===== config.mk =====
export PLATFORM = sky130hd
export DESIGN_NAME = req_onehot_arbiter
export DESIGN_NICKNAME = d
export VERILOG_FILES = /design/src/rtl/req_onehot_arbiter.sv
export SDC_FILE = /design/constraint.sdc
export NUM_CORES = 1
export LEC_CHECK = 0
export CAP_MARGIN = 0
export CORE_ASPECT_RATIO = 1.2
export CORE_MARGIN = 10
export CORE_UTILIZATION = 45
export CTS_BUF_LIST = sky130_fd_sc_hd__clkbuf_2 sky130_fd_sc_hd__clkbuf_4 sky130_fd_sc_hd__clkbuf_8
export CTS_CLUSTER_DIAMETER = 60
export DETAILED_ROUTE_END_ITERATION = 12
export HOLD_SLACK_MARGIN = 0.02
export PLACE_DENSITY = 0.68
export SETUP_SLACK_MARGIN = 0.2
export SLEW_MARGIN = 10
export SYNTH_ARGS = -nofsm -noshare
export SYNTH_HDL_FRONTEND = slang
export SYNTH_SLANG_ARGS = --single-unit

===== constraint.sdc =====
create_clock -name clk -period 3.7 [get_ports clk]
set_clock_uncertainty 0.1 [all_clocks]
set_input_delay 0.555 -clock clk [delete_from_list [all_inputs] [get_ports clk]]
set_output_delay 0.555 -clock clk [all_outputs]
set_load 0.03 [all_outputs]

===== src/rtl/req_onehot_arbiter.sv =====
`default_nettype none
// ============================================================================
//  Module      : req_onehot_arbiter
//  Description : Round-robin one-hot request arbiter that feeds the 4-to-2
//                encoder stage. Grants at most one requester at a time, with
//                a hold timer, an early-release handshake (ack) and a
//                one-cycle idle gap between grants. All outputs registered.
//  Options     : `define REQ_SYNC_EN  -> two-flop synchronizer on each req bit
//                                        (adds 2 cycles of request latency)
//  Revision    : 1.0  initial release
// ============================================================================
module req_onehot_arbiter #(
    parameter int HOLD_CYCLES = 4               // legal range 1..255
) (
    input  logic       clk,
    input  logic       rst,
    input  logic [3:0] req,
    input  logic       ack,
    output logic [3:0] grant,
    output logic       grant_valid,
    output logic [1:0] grant_idx,
    output logic       busy
);

    typedef enum logic [1:0] {
        ST_IDLE  = 2'd0,
        ST_GRANT = 2'd1,
        ST_GAP   = 2'd2
    } state_t;

    // Counter load value: a grant lasts counter+1 cycles, so HOLD_CYCLES total.
    localparam logic [7:0] c_hold_load = 8'(HOLD_CYCLES - 1);

    state_t     r_state;
    logic [7:0] r_cnt;
    logic [1:0] r_last;      // index of the most recently granted requester

    logic [3:0] w_r;         // request vector as seen by the arbiter
    logic [1:0] w_pick;
    logic       w_found;
    logic [1:0] w_cand;
    logic       w_release;

`ifdef REQ_SYNC_EN
    logic [3:0] r_sync1;
    logic [3:0] r_sync2;

    // Two-flop synchronizer for asynchronous request lines.
    always_ff @(posedge clk or posedge rst) begin
        if (rst) begin
            r_sync1 <= 4'b0000;
            r_sync2 <= 4'b0000;
        end else begin
            r_sync1 <= req;
            r_sync2 <= r_sync1;
        end
    end

    assign w_r = r_sync2;
`else
    // Requests are already synchronous to clk and are used as-is.
    assign w_r = req;
`endif

    // Round-robin search: first set bit starting just after the last grant.
    always_comb begin
        w_pick  = 2'd0;
        w_found = 1'b0;
        w_cand  = 2'd0;
        for (int k = 1; k <= 4; k++) begin
            w_cand = r_last + 2'(k);
            if (!w_found && w_r[w_cand]) begin
                w_pick  = w_cand;
                w_found = 1'b1;
            end
        end
    end

    // A grant ends on consumer ack, on loss of the granted request, or on
    // hold-timer expiry; any combination of these is a single release.
    assign w_release = ack | ~w_r[grant_idx] | (r_cnt == 8'd0);

    // Arbiter state machine; every output is a register updated here.
    always_ff @(posedge clk or posedge rst) begin
        if (rst) begin
            r_state     <= ST_IDLE;
            r_cnt       <= 8'd0;
            r_last      <= 2'd3;
            grant       <= 4'b0000;
            grant_valid <= 1'b0;
            grant_idx   <= 2'd0;
            busy        <= 1'b0;
        end else begin
            case (r_state)
                ST_IDLE: begin
                    if (w_found) begin
                        r_state     <= ST_GRANT;
                        r_cnt       <= c_hold_load;
                        r_last      <= w_pick;
                        grant       <= 4'b0001 << w_pick;
                        grant_valid <= 1'b1;
                        grant_idx   <= w_pick;
                        busy        <= 1'b1;
                    end
                end

                ST_GRANT: begin
                    if (w_release) begin
                        r_state     <= ST_GAP;
                        r_cnt       <= 8'd0;
                        grant       <= 4'b0000;
                        grant_valid <= 1'b0;
                        grant_idx   <= 2'd0;
                    end else begin
                        // Non-zero here, since zero would have released.
                        r_cnt <= r_cnt - 8'd1;
                    end
                end

                ST_GAP: begin
                    r_state <= ST_IDLE;
                    busy    <= 1'b0;
                end

                default: begin
                    r_state     <= ST_IDLE;
                    r_cnt       <= 8'd0;
                    grant       <= 4'b0000;
                    grant_valid <= 1'b0;
                    grant_idx   <= 2'd0;
                    busy        <= 1'b0;
                end
            endcase
        end
    end

endmodule
`default_nettype wire


Fig. 1: PDN straps and rails
Drawn at 4 px/µm. Pins as bars on the die edge. Tap cells in gray.
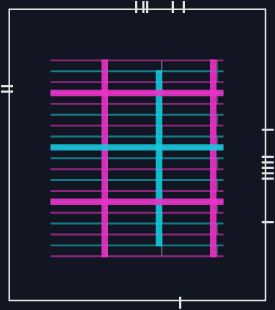
net	color
VDD	cyan
VSS	magenta
rows	18
tap cells	30
met5 straps	3
signal pins	15
die boundary height: 72.44 µm
Core Footprint: 2117 µm²

Fig. 2: placement density heat map
Drawn at 4 px/µm. The die is cut into 6 by 7 equal tiles; white is low, dark blue is high, 0 to 100% covered.
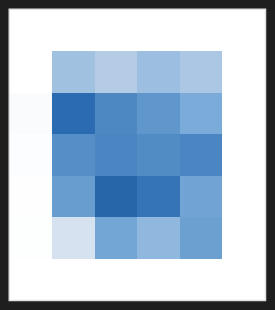
nearly empty tiles	50%
densest ninth of the die	center
mean over tiles	26%
emptiest ninth of the die	south-west
share of the core filled with cells: 57.45%
Initial Util: 48.70%

Fig. 3: clock routing
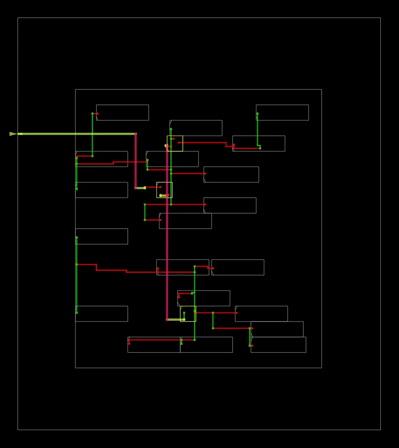
Layout clock buffers: 3
clock network latency to the later pin of the worst-skew pair: 0.30 ns
number of sinks handled by clock tree synthesis: 20

Fig. 4: signal wires by layer
Drawn at 6 px/µm.
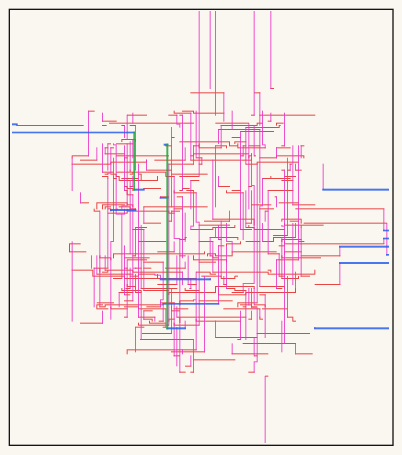
layer	color	wire length
M2	magenta	1130 µm
M4	green	40.1 µm
M1	red	939 µm
M3	blue	89.2 µm
Routed WL: 2197 µm
mean routed wirelength per cell: 15.58 µm
DR vias: 807
Global Route Usage Sum: 10.24%

==> notes.org <==
#+TITLE: Physical design notes

** Status
- The flow ran to the end, and the final reports show no timing, DRC or antenna violations.

** Setup path
- Looking at the setup timing report, the critical path kind is flip-flop to flip-flop.
- The critical path's slowest stage uses the library cell sky130_fd_sc_hd__or4b_4.
- Signal arrival time at the worst endpoint :: between 2 and 2.5 ns
- The worst register-to-register path has a setup slack of around 1.5 ns.
- Crit path max-delay family :: simple AND/OR/NAND/NOR gates
- RR Endpoint :: grant[2]$_DFFE_PP0P_

** Clock tree
- Maximum buffer depth of the clock tree :: 2
- Number of post-CTS setup repair buffers :: 0
- Gates resized during post-CTS repair numbered 0.
- TritonCTS built the clock tree.
- TritonCTS Buffers :: 3
- Number of levels in the clock H-tree :: 1

** Logic synthesis
- The cell-mix breakdown from Yosys lists the simple-gate area share as ~18%.
- The synthesized netlist was found by Yosys to have 96 cells.
- The synthesis report gives the async set-or-reset register share as 100.0%.
- Main flop type after synthesis :: sky130_fd_sc_hd__dfrtp_1
- The post-synth count of flops with an enable pin is 0.
- Area of the mapped netlist :: 1031 µm²
- Yosys xor share :: 0%
- For reference, full adder, half adder and majority cells occupy between 2 and 2.5% of the area reported after synthesis.
- Per the synthesis report, the AND-OR/OR-AND share of the synthesized area is around 24%.
- For this run, the chip area from Yosys synthesis comes to about 1000 µm².

** Final timing
- On the final layout, the worst hold slack is 0.3814 ns.
- Per the final timing report, the hold violations number 0.
- From the final report, the count of setup violators was given as 0.
- Per the slew report, the remaining headroom to the max-slew limit stands at roughly 50%.
- The pin closest to its max-slew limit shows a slew of roughly 0.76 ns.
- Final max-slew violation count :: 0
- Tmin final :: between 2 and 2.5 ns
- Setup repair after global routing missed its margin :: false

** Placement
- Count of input and output buffers :: 14
- Detailed placement ended at an HPWL of 1681 µm.
- Per the detailed placement report, the placed cell area equals around 1200 µm².
- Worst slack after detailed placement :: 1.176 ns
- The detailed placer reported the number of placed instances as ~140.

** Cells and area
- The net count of the finished layout is around 120.
- Counting the fill cells in the layout gives around 210.
- For this run, the number of standard cells in the final layout without fillers is about 140.
- Counting only logic cells after layout, the most numerous master is sky130_fd_sc_hd__dfrtp_1.
- Ratio of cells with drive above 1 in the final layout :: between 10% and 20%

** GRT
- Entering global routing, the biggest net connects 21 pins.
- For met2 alone, demand over resource in global routing was a little under a fifth.
- The number of global-route vias before repair came to roughly 900.

** Power and ir drop
- The clock network consumes a total of between 0.1 and 0.15 mW.
- Internal power comes to 0.5564 mW.
- Total Power Consumption :: ~1 mW

** Hold path
- Capture endpoint of the worst hold path :: r_cnt[6]$_DFFE_PP0P_

** Routing
- For this run, the detailed router reports a per-instance via density of between 5 and 6.
-- synthesized netlist by cell type (all sizes together), types with 2 or more instances --
cell type  count
a21o           7
a21oi          2
dfrtp         18
dfstp          2
ha             2
inv            6
nand2          8
nand2b         2
nor2           4
nor2b          2
nor3           4
nor3b          2
nor4           2
o21ai          6
o21bai         2
o2bb2ai        3
o31ai          3
or3            2
or4            2
-- area by class of cell --
cell class | instances | area, µm² | area share (%)
Timing Repair Buffer | 14 | 140.1 | 11.52
Clock buffer | 3 | 22.52 | 1.852
Multi-Input combinational cell | 68 | 490.5 | 40.33
Inverter | 6 | 22.52 | 1.852
Sequential cell | 20 | 503.0 | 41.36
Tap cell | 30 | 37.54 | 3.086
-- how the worst max path moves through the flow --
stage,depth (start not counted),slack [ns],from,to
2_1_floorplan,7,1.81,r_cnt[0]$_DFFE_PP0P_,r_cnt[4]$_DFFE_PP0P_
4_1_cts,6,1.43,r_cnt[0]$_DFFE_PP0P_,grant[2]$_DFFE_PP0P_
5_1_grt,6,1.32,r_cnt[0]$_DFFE_PP0P_,grant[2]$_DFFE_PP0P_
6_report,6,1.46,r_cnt[0]$_DFFE_PP0P_,grant[2]$_DFFE_PP0P_
3_3_place_gp,5,1.22,req[3],grant[2]$_DFFE_PP0P_
3_5_place_dp,5,1.18,req[3],grant[2]$_DFFE_PP0P_
-- routing by layer --
layer / vias to the layer above / wire length (µm)
li1: 388 / -
met1: 395 / 939
met2: 19 / 1129
met3: 5 / 89
met4: 0 / 40
met5: - / 0
-- sequential cells by signal (all words and copies together), names as in the netlist --
name         cells
grant_idx        2
busy             1
grant_valid      1
r_state          2
grant            4
r_cnt            8
r_last           2
No activity file was given, so power comes from the tool's default toggle rates.
